===== src/rtl/vga_window_scanout.sv =====
// VGA timing generator with a scaled framebuffer window and read-latency-matched scan-out.
// The CPU side gets a one-cycle vblank pulse and an 8-bit frame counter.
module vga_window_scanout #(
    parameter int H_ACTIVE = 640,
    parameter int H_FP     = 16,
    parameter int H_SYNC   = 96,
    parameter int H_BP     = 48,
    parameter int V_ACTIVE = 480,
    parameter int V_FP     = 10,
    parameter int V_SYNC   = 2,
    parameter int V_BP     = 33,
    parameter bit HS_POL   = 1'b0,
    parameter bit VS_POL   = 1'b0,
    parameter int FB_W     = 32,
    parameter int FB_H     = 32,
    parameter int SCALE    = 15,
    parameter int WIN_X0   = 80,
    parameter int WIN_Y0   = 0,
    parameter int DATA_W   = 4,
    parameter int RD_LAT   = 1,
    localparam int ADDR_W  = $clog2(FB_W * FB_H)
) (
    input  logic              CLK_25M,
    input  logic              RST,
    input  logic [DATA_W-1:0] border,
    output logic [ADDR_W-1:0] fb_addr,
    output logic              fb_rd_en,
    input  logic [DATA_W-1:0] fb_data,
    output logic [DATA_W-1:0] pix,
    output logic              hsync,
    output logic              vsync,
    output logic              de,
    output logic              vblank,
    output logic [7:0]        frame_cnt
);

    localparam int H_TOTAL = H_ACTIVE + H_FP + H_SYNC + H_BP;
    localparam int V_TOTAL = V_ACTIVE + V_FP + V_SYNC + V_BP;
    localparam int H_W     = $clog2(H_TOTAL + 1);
    localparam int V_W     = $clog2(V_TOTAL + 1);
    localparam int SX_W    = $clog2(SCALE + 1);
    localparam int COL_W   = $clog2(FB_W);
    localparam int ROW_W   = ADDR_W - COL_W;
    localparam int DEPTH   = RD_LAT + 1;

    localparam logic [H_W-1:0]  H_LAST   = H_W'(H_TOTAL - 1);
    localparam logic [H_W-1:0]  H_ACT_C  = H_W'(H_ACTIVE);
    localparam logic [H_W-1:0]  HS_START = H_W'(H_ACTIVE + H_FP);
    localparam logic [H_W-1:0]  HS_END   = H_W'(H_ACTIVE + H_FP + H_SYNC);
    localparam logic [H_W-1:0]  WX_START = H_W'(WIN_X0);
    localparam logic [H_W-1:0]  WX_END   = H_W'(WIN_X0 + FB_W * SCALE);
    localparam logic [V_W-1:0]  V_LAST   = V_W'(V_TOTAL - 1);
    localparam logic [V_W-1:0]  V_ACT_C  = V_W'(V_ACTIVE);
    localparam logic [V_W-1:0]  VS_START = V_W'(V_ACTIVE + V_FP);
    localparam logic [V_W-1:0]  VS_END   = V_W'(V_ACTIVE + V_FP + V_SYNC);
    localparam logic [V_W-1:0]  WY_START = V_W'(WIN_Y0);
    localparam logic [V_W-1:0]  WY_END   = V_W'(WIN_Y0 + FB_H * SCALE);
    localparam logic [SX_W-1:0] SX_MAX   = SX_W'(SCALE - 1);

    if (WIN_X0 + FB_W * SCALE > H_ACTIVE) begin : g_chk_x
        $error("vga_window_scanout: window exceeds H_ACTIVE");
    end
    if (WIN_Y0 + FB_H * SCALE > V_ACTIVE) begin : g_chk_y
        $error("vga_window_scanout: window exceeds V_ACTIVE");
    end
    if (FB_W < 1 || (FB_W & (FB_W - 1)) != 0) begin : g_chk_fbw
        $error("vga_window_scanout: FB_W must be a power of two");
    end
    if (SCALE < 1) begin : g_chk_scale
        $error("vga_window_scanout: SCALE must be at least 1");
    end

    typedef struct packed {
        logic act;
        logic win;
        logic hs;
        logic vs;
        logic vb;
    } flags_t;

    logic [H_W-1:0]   h, h_nxt;
    logic [V_W-1:0]   v, v_nxt;
    logic [SX_W-1:0]  sx, sy;
    logic [COL_W-1:0] col;
    logic [ROW_W-1:0] row;
    logic             line_end, win_x, win_y;
    flags_t           flags0;
    flags_t           flag_pipe [DEPTH];
    flags_t           flags_out;

    // NOTE: every always_comb output gets a default first so no path can infer a latch.
    always_comb begin
        line_end = (h == H_LAST);
        h_nxt    = line_end ? '0 : h + 1'b1;
        v_nxt    = v;
        if (line_end) begin
            v_nxt = (v == V_LAST) ? '0 : v + 1'b1;
        end
    end

    assign win_x      = (h >= WX_START) && (h < WX_END);
    assign win_y      = (v >= WY_START) && (v < WY_END);
    assign flags0.act = (h < H_ACT_C) && (v < V_ACT_C);
    assign flags0.win = win_x && win_y;
    assign flags0.hs  = (h >= HS_START) && (h < HS_END);
    assign flags0.vs  = (v >= VS_START) && (v < VS_END);
    assign flags0.vb  = (h == '0) && (v == V_ACT_C);

    // sx/col and sy/row are steered by the next position so they already match h/v.
    // NOTE: sequential state is updated only with non-blocking assignments.
    always_ff @(posedge CLK_25M or posedge RST) begin
        if (RST) begin
            h   <= '0;
            v   <= '0;
            sx  <= '0;
            col <= '0;
            sy  <= '0;
            row <= '0;
        end else begin
            h <= h_nxt;
            v <= v_nxt;
            if (h_nxt == WX_START) begin
                sx  <= '0;
                col <= '0;
            end else if (sx == SX_MAX) begin
                sx  <= '0;
                col <= col + 1'b1;
            end else begin
                sx <= sx + 1'b1;
            end
            if (line_end) begin
                if (v_nxt == WY_START) begin
                    sy  <= '0;
                    row <= '0;
                end else if (win_y) begin
                    if (sy == SX_MAX) begin
                        sy  <= '0;
                        row <= row + 1'b1;
                    end else begin
                        sy <= sy + 1'b1;
                    end
                end
            end
        end
    end

    always_ff @(posedge CLK_25M or posedge RST) begin
        if (RST) begin
            fb_addr  <= '0;
            fb_rd_en <= 1'b0;
        end else begin
            fb_rd_en <= flags0.win;
            if (flags0.win) begin
                fb_addr <= {row, col};
            end
        end
    end

    // NOTE: the flag delay line is a few flops, not a RAM, so it is reset; this is what
    // makes the first LAT cycles after reset emit inactive sync and de=0.
    always_ff @(posedge CLK_25M or posedge RST) begin
        if (RST) begin
            for (int i = 0; i < DEPTH; i++) begin
                flag_pipe[i] <= '0;
            end
        end else begin
            flag_pipe[0] <= flags0;
            for (int i = 1; i < DEPTH; i++) begin
                flag_pipe[i] <= flag_pipe[i-1];
            end
        end
    end

    assign flags_out = flag_pipe[DEPTH-1];

    always_ff @(posedge CLK_25M or posedge RST) begin
        if (RST) begin
            pix       <= '0;
            de        <= 1'b0;
            hsync     <= ~HS_POL;
            vsync     <= ~VS_POL;
            vblank    <= 1'b0;
            frame_cnt <= '0;
        end else begin
            de        <= flags_out.act;
            pix       <= flags_out.win ? fb_data : (flags_out.act ? border : '0);
            hsync     <= flags_out.hs ? HS_POL : ~HS_POL;
            vsync     <= flags_out.vs ? VS_POL : ~VS_POL;
            vblank    <= flags_out.vb;
            frame_cnt <= frame_cnt + {7'd0, flags_out.vb};
        end
    end

endmodule

===== config.mk =====
export PLATFORM = sky130hd
export DESIGN_NAME = vga_window_scanout
export DESIGN_NICKNAME = d
export VERILOG_FILES = /design/src/rtl/vga_window_scanout.sv
export SDC_FILE = /design/constraint.sdc
export NUM_CORES = 1
export LEC_CHECK = 0
export CAP_MARGIN = 20
export CORE_MARGIN = 8
export CORE_UTILIZATION = 56
export DETAILED_ROUTE_END_ITERATION = 7
export GPL_ROUTABILITY_DRIVEN = 0
export PLACE_DENSITY = 0.78
export SYNTH_ARGS = -nofsm -noshare
export SYNTH_HDL_FRONTEND = slang
export SYNTH_SLANG_ARGS = --single-unit

===== constraint.sdc =====
create_clock -name CLK_25M -period 2.9 [get_ports CLK_25M]
set_input_delay 0.29 -clock CLK_25M [delete_from_list [all_inputs] [get_ports CLK_25M]]
set_output_delay 0.29 -clock CLK_25M [all_outputs]
set_load 0.02 [all_outputs]

### Cell classes on the final placement, run 1

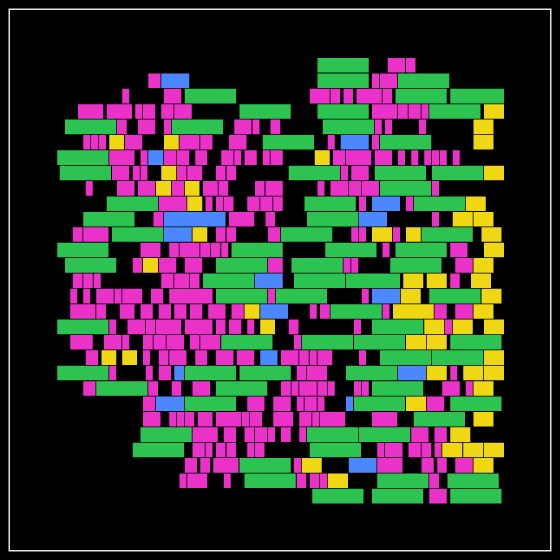
remaining logic cells: drawn in magenta, cells 254. sequential cells: drawn in green, cells 74. remaining buffers and delay cells: drawn in yellow, cells 51. clock drivers and dummy loads: drawn in blue, cells 16.
fin area: 0.00424 mm^2
area of the core: 0.00624 mm^2

### Clock wires, drivers and flops, run 1

Bar = 20 um.
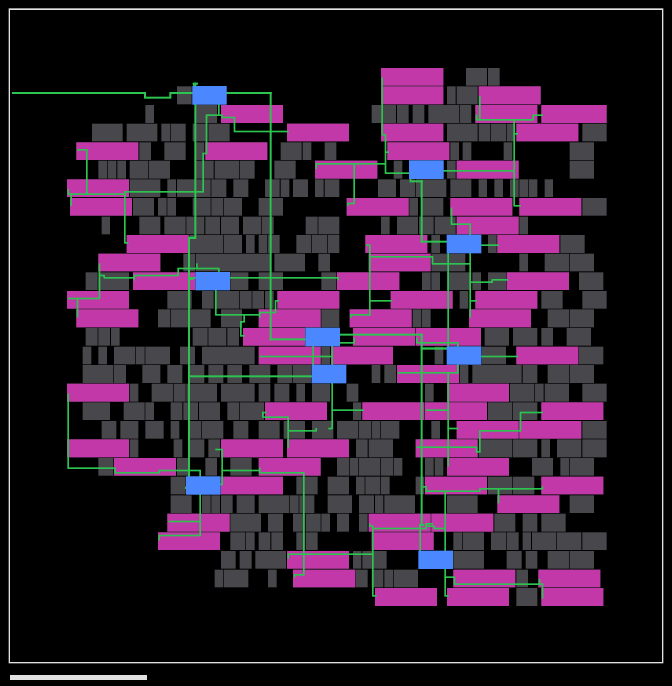
clock-net drivers: drawn in blue, count 9. clock wires: drawn in green, length 838 um. flip-flops: drawn in magenta, count 74.
Position of the flops: spread over the die.
clock latency on the worst-skew pair: 0.35 ns
Layout Skew: 0.0122 ns
clk pwr: 0.812 mW

==> impl_metrics.tcl, run 1 <==
# collected from the flow reports
set metrics [dict create \
    ys_cells 345 \
    hold_violations 0 \
    numCtsBuffers 9 \
    post-cts-setup-buffers 0 \
    hp-class "primary input to asynchronous set/reset pin" \
    async_flop_share_pct 100 \
    clkTransAtPathRegs_ns 0.08 \
    n_fill_cell 463 \
    dr.pass1.iters 4 \
    met1_usage_pct 20.8 \
    grt_use_met3_pct 3.86 \
    ys_ff 74 \
    postPlaceCellArea_mm2 0.00403 \
    synth.cell_area_mm2 0.00354 \
    tightest_slew_ns 0.528 \
    final_core_util_pct 67.9 \
    combPwrFrac_pct 2.5 \
    overflow 0 \
    lay_top_count "dfrtp_1" \
    fp_nets 368 \
    antenna_found_initial 0 \
    use_met2_pct 26.0 \
    most_common_cell "dfrtp_1" \
    crit_path_end_kind "flip-flop" \
    common_cells "dfrtp_1, nand2_1, nand3_1" \
    synthToLayoutAreaGrowth_pct 19.9 \
    clkPwrFrac_pct 42.9 \
    synth_cells 345 \
    grt.busiest_layer "met2" \
    avgSynthCellArea_um2 10.2 \
    status "completed" \
    cts_tree "done" \
    cellPowerDensity_mw_per_mm2 447 \
    place_ws_ns 0.108 \
    cts_root_buffer "clkbuf_8" \
    internal_power_mw 1.50 \
    switchingPower_mw 0.396 \
    fin_crit_sh_pct 94.3 \
    drtAntennaViolNets 0 \
    io_buffers 36 \
    combinationalPower_mw 0.0481 \
    post-place-cells 456 \
    via_per_inst 5.75 \
    final_cells 472 \
    rows 29 \
    regArea_mm2 0.00185 \
    grt_pass1_vias 2536 \
    slew_viol_final 0 \
    diodes 0 \
    worstPathArrival_ns 2.96 \
    maxPowerGroup "registers" \
    leakagePower_nw 1.94 \
    fmax_ghz 0.366 \
    seq_cell_power_mw 1.03 \
    finalWorstSetupSlack_ns 0.166 \
    yosys.area.top_type "dfrtp_1" \
    dr_wl_met3_um 505 \
    fp-utilization_pct 56.7 \
    tool_warnings 31 \
    slew_headroom_pct 64.7 \
    topCellsByArea "dfrtp_1, nand2_1, ha_1" \
]
### Metal layers overlaid, run 1

Bar = 20 um.
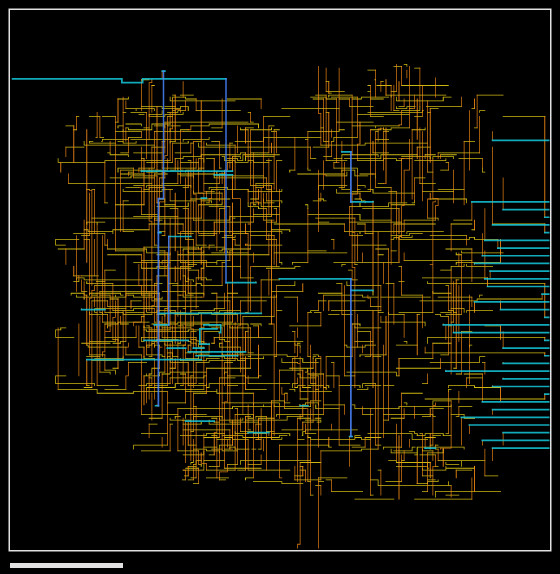
M1: drawn in yellow, wire length 3,220 um. M3: drawn in cyan, wire length 505 um. M2: drawn in orange, wire length 3,320 um. M4: drawn in blue, wire length 149 um.
Final Routed Wirelength: 7.19 mm
all-layer global routing usage: 16.6%
DR vias: 2,712
Avg WL per Cell: 15.2 um

### Supply network, run 1

Pins as bars on the die edge. Tap cells in grey.
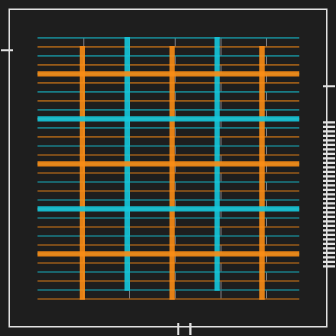
VSS: drawn in orange. VDD: drawn in cyan.
37 signal pins sit on the boundary. 5 straps on met5. 77 tap cells. The core has 29 rows.
VDD IR max: 265 uV
Die Span Y: 95.5 um
DIE WIDTH: 95.5 um

[run 1: final cells by class]
cell class                      instances  share of cell area (%)
Clock inverter                          4                    1.21
Timing Repair Buffer                   51                    11.4
Multi-Input combinational cell        238                    36.3
Tap cell                               77                    2.27
Sequential cell                        74                    43.7
Inverter                               16                    1.42
Clock buffer                           12                    3.66
[run 1: logic make-up (layout without fill, tap and decap cells)]
logic type / after synthesis / count (layout) / share of synthesized area (%)
xor gates and xnor gates: 22 / 22 / 5.45
muxes: 4 / 4 / 1.17
buffers and inverters: 33 / 83 / 4.10
DFF: 74 / 74 / 52.4
AOI/OAI and AO/OA: 49 / 49 / 8.92
and+or+nand+nor: 150 / 150 / 23.3
adders and majority gates: 13 / 13 / 4.60
[run 1: timing repair]
action,4_1_cts,5_1_grt
hold buffers,0,0
resized,0,1
setup endpoints to repair,0,4
[run 1: path summary, 6_finish.rpt]
| path | startpoint | to | slack (ns) | depth (start not counted) |
|---|---|---|---|---|
| hold reg to reg | flag_pipe[1]$_DFF_PP0_ | vsync$_DFF_PP1_ | 0.35 | 1 |
| setup / recovery | h[5]$_DFF_PP0_ | row[0]$_DFFE_PP0P_ | 0.17 | 7 |
| max in group asynchronous | RST | vsync$_DFF_PP1_ | 2.07 | 3 |
| hold / removal | RST | fb_addr[0]$_DFFE_PP0P_ | 0.20 | 2 |
| setup reg to reg | h[5]$_DFF_PP0_ | row[0]$_DFFE_PP0P_ | 0.17 | 7 |
| min in group CLK_25M | flag_pipe[1]$_DFF_PP0_ | vsync$_DFF_PP1_ | 0.35 | 1 |
[run 1: worst max-delay path, stage by stage, from the launching register on]
cell     delay (ns)
dfrtp_1        0.39
or4b_4         0.59
o41ai_1        0.35
o21ai_1        0.13
nor4_1         0.21
or4b_4         0.60
a21oi_1        0.23
mux2i_1        0.11
==> run 2, diff against run 1 <==
--- a/config.mk
+++ b/config.mk
@@ -8,6 +8,7 @@
 export CAP_MARGIN = 20
 export CORE_MARGIN = 8
 export CORE_UTILIZATION = 56
+export CTS_CLUSTER_DIAMETER = 120
 export DETAILED_ROUTE_END_ITERATION = 7
 export GPL_ROUTABILITY_DRIVEN = 0
 export PLACE_DENSITY = 0.78
### Clock wires, drivers and flops, run 2

Bar = 20 um.
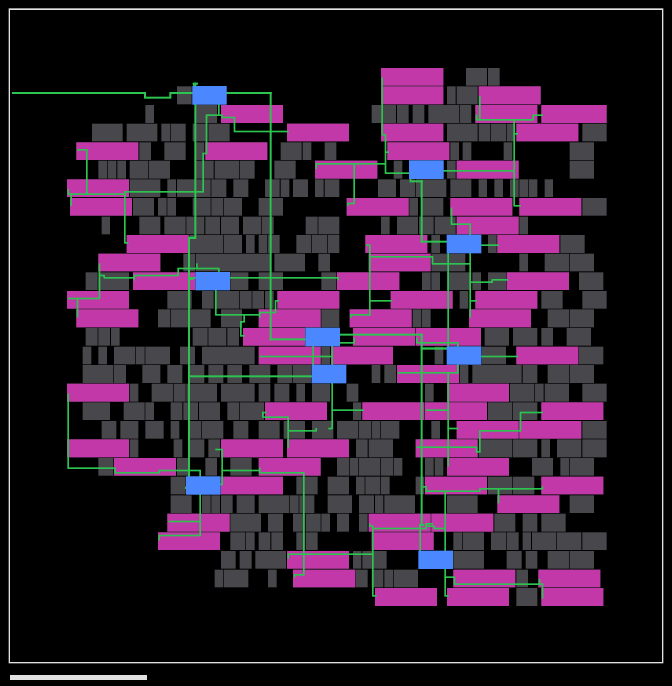
flip-flops: drawn in magenta, count 74. clock-net drivers: drawn in blue, count 9. clock wires: drawn in green, length 838 um.
There are 10 routed clock nets. Position of the flops: spread over the die.
clock share of power: 42.9%

==> impl_metrics.tcl, run 2 <==
# collected from the flow reports
set metrics [dict create \
    fp_nets 368 \
    cellPowerDensity_mw_per_mm2 447 \
    dr.pass1.iters 4 \
    synth.cell_area_mm2 0.00354 \
    critPathSlowestCell "or4b_4" \
    crit_path_end_kind "flip-flop" \
    cts_root_buffer "clkbuf_8" \
    max-cap-violations 0 \
    top_layer_used "met4" \
    coreArea_mm2 0.00624 \
    avgSynthCellArea_um2 10.2 \
    slew_viol_final 0 \
    numCtsBuffers 9 \
    tns_ns 0 \
    grt.busiest_layer "met2" \
    finalSetupViolations 0 \
    most_common_cell "dfrtp_1" \
    final_cells 472 \
    period_needed_ns 2.73 \
    reg2reg_from "h[5]$_DFF_PP0_" \
    grt_use_met3_pct 3.86 \
    fmax_ghz 0.366 \
    yosys.area.top_type "dfrtp_1" \
    logic_area_mm2 0.00154 \
    fin_crit_sh_pct 94.3 \
    via_per_inst 5.75 \
    wl_mm 7.19 \
    worstRegToRegCells 7 \
    overflow 0 \
    layout-drive-gt1-share_pct 12.7 \
    slowest_delay_ns 0.60 \
    yosys_most_used_dff "dfrtp_1" \
    antenna_found_initial 0 \
    hp-class "primary input to asynchronous set/reset pin" \
    grt_max_degree 42 \
    die_h_um 95.5 \
    design_area_mm2 0.00424 \
    via_count 2712 \
    dr_wl_met3_um 505 \
    grt_pass1_vias 2536 \
    ys_cells 345 \
    n_fill_cell 463 \
    place_ws_ns 0.108 \
    regArea_mm2 0.00185 \
    clkTransAtPathRegs_ns 0.08 \
    io_buffers 36 \
    cts_tree "done" \
    clk_latency_ns 0.35 \
    reg2reg_setup_slack_ns 0.17 \
    drtAntennaViolNets 0 \
    cp-start-kind "flip-flop" \
    path_common_cell "or4b_4" \
    use_met2_pct 26.0 \
    topCellsByArea "dfrtp_1, nand2_1, ha_1" \
    diodes 0 \
    slew_headroom_pct 64.7 \
    ys_ff 74 \
    hold_violations 0 \
    synthToLayoutAreaGrowth_pct 19.9 \
    die_w_um 95.5 \
    crit_chain "or4b_4 > o41ai_1 > o21ai_1 > nor4_1 > or4b_4 > a21oi_1 > mux2i_1" \
    reg2reg_to "row[0]$_DFFE_PP0P_" \
    leakagePower_nw 1.94 \
    fp-utilization_pct 56.7 \
    post-place-cells 456 \
    postPlaceCellArea_mm2 0.00403 \
    max-vdd-ir-drop_uv 265 \
    synth_cells 345 \
    wl_per_cell_um 15.2 \
    tool_warnings 31 \
    track_usage_pct 16.6 \
    lay_top_count "dfrtp_1" \
    async_flop_share_pct 100 \
    tightest_slew_ns 0.528 \
    common_cells "dfrtp_1, nand2_1, nand3_1" \
    ys_area_mm2 0.00354 \
    rsz0062_at_grt "no" \
    finalWorstSetupSlack_ns 0.166 \
    finClkSkew_ns 0.0122 \
    drt-met1-wl_mm 3.22 \
    status "completed" \
    worstPathArrival_ns 2.96 \
    post-cts-setup-buffers 0 \
    met1_usage_pct 20.8 \
]
### Cell classes on the final placement, run 2

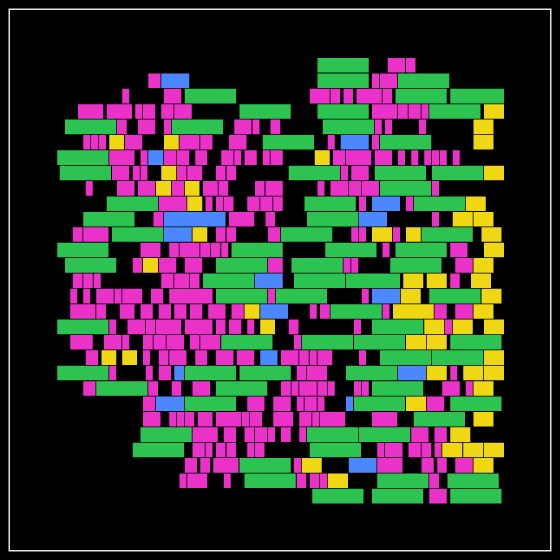
sequential cells: drawn in green, cells 74. clock drivers and dummy loads: drawn in blue, cells 16. remaining logic cells: drawn in magenta, cells 254. remaining buffers and delay cells: drawn in yellow, cells 51.
final core utilization: 67.9%
Seq area share: 43.7%
FP Rows: 29

run 2: cell counts in the layout (fill, tap and decap cells not counted):
No cell type changed its count.
run 2: timing repair:
action / CTS / global route
resized: 0 / 1
hold buffers: 0 / 0
endpoints found under the setup margin: 0 / 4
run 2: how the worst max path moves through the flow:
| stage | startpoint | endpoint | slack, ns | depth (start not counted) |
|---|---|---|---|---|
| floorplan | h[5]$_DFF_PP0_ | row[4]$_DFFE_PP0P_ | 0.22 | 8 |
| global placement | h[5]$_DFF_PP0_ | sy[1]$_DFFE_PP0P_ | 0.20 | 7 |
| detailed placement | h[5]$_DFF_PP0_ | row[0]$_DFFE_PP0P_ | 0.11 | 7 |
| CTS | h[5]$_DFF_PP0_ | row[0]$_DFFE_PP0P_ | 0.10 | 7 |
| global route | h[5]$_DFF_PP0_ | row[0]$_DFFE_PP0P_ | 0.003 | 7 |
| finish | h[5]$_DFF_PP0_ | row[0]$_DFFE_PP0P_ | 0.17 | 7 |
run 2: report_power, final:
part	leakage, nW	switching [mW]	internal (mW)
clock network	0.103	0.368	0.445
logic	0.868	0.0274	0.0208
registers	0.973	0.000638	1.03
total	1.94	0.396	1.50
run 2: kinds of logic after synthesis:
family	Yosys count	synth area share, %
compound gates	49	8.92
xor+xnor	22	5.45
mux	4	1.17
simple gates	150	23.3
flops	74	52.4
fa+ha+maj	13	4.60
buf+inv	33	4.10
run 2: area by class of cell:
class                      instances  share of cell area, %
clock inverter                     4                   1.21
sequential                        74                   43.7
timing repair buffer              51                   11.4
inverter                          16                   1.42
tap                               77                   2.27
clock buffer                      12                   3.66
multi-input combinational        238                   36.3
run 2: worst max-delay path: cells and delay by family (launching register included):
family          cells  cell delay, ns
simple gates        3            1.40
flops               1            0.39
compound gates      3            0.71
mux                 1            0.11
Power and IR drop assume default switching activity.
